<file path="config.mk">
export PLATFORM = sky130hd
export DESIGN_NAME = fprd_reconstruct
export DESIGN_NICKNAME = d
export VERILOG_FILES = /design/src/rtl/fprd_reconstruct.sv
export SDC_FILE = /design/constraint.sdc
export NUM_CORES = 1
export LEC_CHECK = 0
export CAP_MARGIN = 20
export CORE_UTILIZATION = 30
export DETAILED_ROUTE_END_ITERATION = 12
export SLEW_MARGIN = 10
export SYNTH_ARGS = -nofsm -noshare
export SYNTH_HDL_FRONTEND = slang
export SYNTH_SLANG_ARGS = --single-unit
</file>
<file path="constraint.sdc">
create_clock -name clk -period 3.1 [get_ports clk]
set_input_delay 0.465 -clock clk [delete_from_list [all_inputs] [get_ports clk]]
set_output_delay 0.465 -clock clk [all_outputs]
set_load 0.01 [all_outputs]
</file>
<file path="src/rtl/fprd_reconstruct.sv">
// Sequential shift-add inverse of the restoring divider: rebuilds dividend = quot*divisor + rem,
// consuming one quotient bit per clock behind a start/busy/done handshake.
module fprd_reconstruct #(
    parameter int QW = 4,
    parameter int DW = 4
) (
    input  logic             clk,
    input  logic             rst_n,
    input  logic             start,
    input  logic [QW-1:0]    quot,
    input  logic [DW-1:0]    divisor,
    input  logic [DW-1:0]    rem,
    output logic             busy,
    output logic             done,
    output logic [QW+DW-1:0] dividend,
    output logic             div0,
    output logic             rem_err
);

    localparam int RW = QW + DW;
    localparam int CW = (QW > 1) ? $clog2(QW) : 1;

    typedef enum logic [1:0] {IDLE, RUN, DONE} state_t;

    state_t        state, state_nxt;
    logic [QW-1:0] q, q_nxt;
    logic [RW-1:0] acc, acc_nxt;
    logic [RW-1:0] mcand, mcand_nxt;
    logic [RW-1:0] sum;
    logic [CW-1:0] cnt, cnt_nxt;
    logic [RW-1:0] dividend_nxt;
    logic          div0_nxt, rem_err_nxt;

    // acc starts at rem so the remainder is folded in without a final add
    always_comb begin
        state_nxt    = state;
        q_nxt        = q;
        acc_nxt      = acc;
        mcand_nxt    = mcand;
        cnt_nxt      = cnt;
        dividend_nxt = dividend;
        div0_nxt     = div0;
        rem_err_nxt  = rem_err;
        sum          = acc + (q[0] ? mcand : '0);

        case (state)
            IDLE: begin
                if (start) begin
                    q_nxt       = quot;
                    acc_nxt     = {{QW{1'b0}}, rem};
                    mcand_nxt   = {{QW{1'b0}}, divisor};
                    cnt_nxt     = '0;
                    div0_nxt    = (divisor == '0);
                    rem_err_nxt = (divisor != '0) && (rem >= divisor);
                    state_nxt   = RUN;
                end
            end
            RUN: begin
                acc_nxt   = sum;
                q_nxt     = q >> 1;
                mcand_nxt = mcand << 1;
                cnt_nxt   = cnt + 1'b1;
                if (cnt == CW'(QW - 1)) begin
                    dividend_nxt = sum;
                    state_nxt    = DONE;
                end
            end
            DONE: begin
                state_nxt = IDLE;
            end
            default: begin
                state_nxt = IDLE;
            end
        endcase
    end

    // busy/done are registered from the next state so they line up with it
    always_ff @(posedge clk or negedge rst_n) begin
        if (!rst_n) begin
            state    <= IDLE;
            q        <= '0;
            acc      <= '0;
            mcand    <= '0;
            cnt      <= '0;
            dividend <= '0;
            div0     <= 1'b0;
            rem_err  <= 1'b0;
            busy     <= 1'b0;
            done     <= 1'b0;
        end else begin
            state    <= state_nxt;
            q        <= q_nxt;
            acc      <= acc_nxt;
            mcand    <= mcand_nxt;
            cnt      <= cnt_nxt;
            dividend <= dividend_nxt;
            div0     <= div0_nxt;
            rem_err  <= rem_err_nxt;
            busy     <= (state_nxt != IDLE);
            done     <= (state_nxt == DONE);
        end
    end

endmodule

</file>
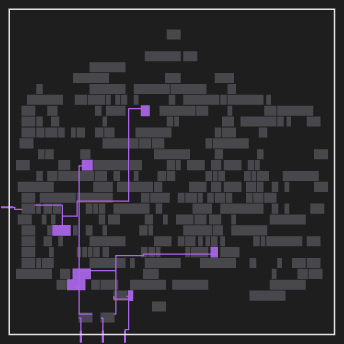
port_nets.png
(4 px per um)
| port | color | bits | direction | edge | end cells | buffers | wire |
|---|---|---|---|---|---|---|---|
| rem | purple | 4 | input | 3 bottom, 1 left | 7 | 4 | 177 um |
count of input and output buffers: 26
number of primary I/O pins: 27

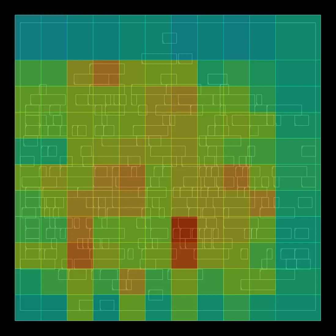
final_congestion.png
global routing's busiest layer: met2
global-route met2 utilization: 21.1%
global routing usage summed across all routing layers: 14.7%
post-route core utilization: 38.9%
met1 demand-to-capacity share in global routing: 20.3%

==> reports/qor.log <==
INFO  outcome        status=finished, final reports clean
INFO  cells_and_area areaGrowthSynthToFinish=24.0%
INFO  yosys          largest_area_cell=sky130_fd_sc_hd__dfrtp_1
INFO  grt            gr_layer_usage_met3=4.38%
INFO  route          vias_per_cell=5.02
INFO  yosys          yosys_area=0.00187mm^2
INFO  yosys          synth.area.mux_share=1.20%
INFO  worst_setup_path worst-endpoint-arrival=2.52ns
INFO  hold_path      hp-class=reg -> reg
INFO  yosys          netlist.top_cell.by_instances=sky130_fd_sc_hd__dfrtp_1
INFO  power          power_combinational=0.870mW
INFO  cts            h_tree_depth=2
INFO  hold_path      whs_path_cells=2
INFO  worst_setup_path cp_slowest_stage_delay=0.44ns
INFO  cells_and_area antenna_cells=0
INFO  final_timing   setup_slack=0.760ns
INFO  yosys          ff_type=sky130_fd_sc_hd__dfrtp_1
INFO  cells_and_area largest_registers=acc: 8 flops, dividend: 8 flops, mcand: 8 flops
INFO  yosys          synthesis.yosys.warnings=0
INFO  hold_path      launch_instance_of_the_worst_min_delay_path=dividend[3]
INFO  route          drt_pass1_iterations=4
INFO  route          highest_layer=met4
INFO  yosys          yosys-top-cells-count=sky130_fd_sc_hd__dfrtp_1 (36), sky130_fd_sc_hd__nand2_1 (21), sky130_fd_sc_hd__a21oi_1 (19), sky130_fd_sc_hd__o21ai_0 (19)
INFO  cts            numCtsBuffers=5
INFO  yosys          yosys_cells=191
INFO  final_timing   timing.final.crit_period=2.34ns
INFO  yosys          synth.logic.top_family=AND-OR/OR-AND gates
INFO  cells_and_area largest_class=sequential cells
INFO  cells_and_area sh_comb_area=38.6%
INFO  placement      detailedPlacementHpwl=2960um
INFO  floorplanning  num_tap_cells=75
INFO  cells_and_area layout.nonclk_buf_share=11.9%
INFO  job            maximum_capacitance_violations=0
INFO  power          powerDensity=900mW/mm^2
INFO  power          internal-power=1.30mW
INFO  cts            cts_root_buffer=sky130_fd_sc_hd__clkbuf_8
INFO  final_timing   clock.fmax=427MHz
INFO  power          power.sequential.fraction=38.4%
INFO  cells_and_area layout.clock.cell_area_share=4.64%
INFO  yosys          synth_cells=191
INFO  route          routed-wl-met3=176um
INFO  floorplanning  coreArea=0.00596mm^2
INFO  final_timing   finalClockSkew=0.00844ns
INFO  power          pwr-share-clk=19.9%
INFO  cells_and_area clkbuf_count=6
INFO  worst_setup_path timing.critical_path.from_type=flip-flop
INFO  route          totalWireLength=4130um
INFO  final_timing   finalSetupTns=0ns
INFO  yosys          synth_flops=36
INFO  placement      routability_driven_placement_congestion_ratio=0.853
INFO  placement      post-place-cells=287
INFO  cts            cts_hold_buffers=0
INFO  floorplanning  core_util_floorplan=31.4%
INFO  worst_setup_path timing_worst_setup_path_type=reg -> reg
INFO  route          detail_route.iter0.violations=60
INFO  route          drc_errors=0
INFO  worst_setup_path critical_path.n_buffers_inverters=1
INFO  worst_setup_path timing.rr.end=acc[6]
INFO  yosys          synth_xor_xnor_area_share=1.87%
INFO  cells_and_area non_clock_buffer_count=28
INFO  yosys          synth.distinct_cells=37
INFO  cells_and_area seq_cell_count=36
INFO  yosys          synth.cellmix.compoundShare=21.1%
INFO  job            stage_log_warnings=26
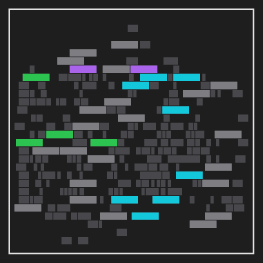
registers.png
(3 px per um)
| signal | color | flops |
|---|---|---|
| acc | cyan | 8 |
| q | green | 4 |
| state | purple | 2 |
area occupied by registers: 901 um^2
proportion of cell area occupied by registers: 38.9%
Power Sequential: 0.800 mW

Power figures rest on the tool's default switching activity, not on a simulated workload.
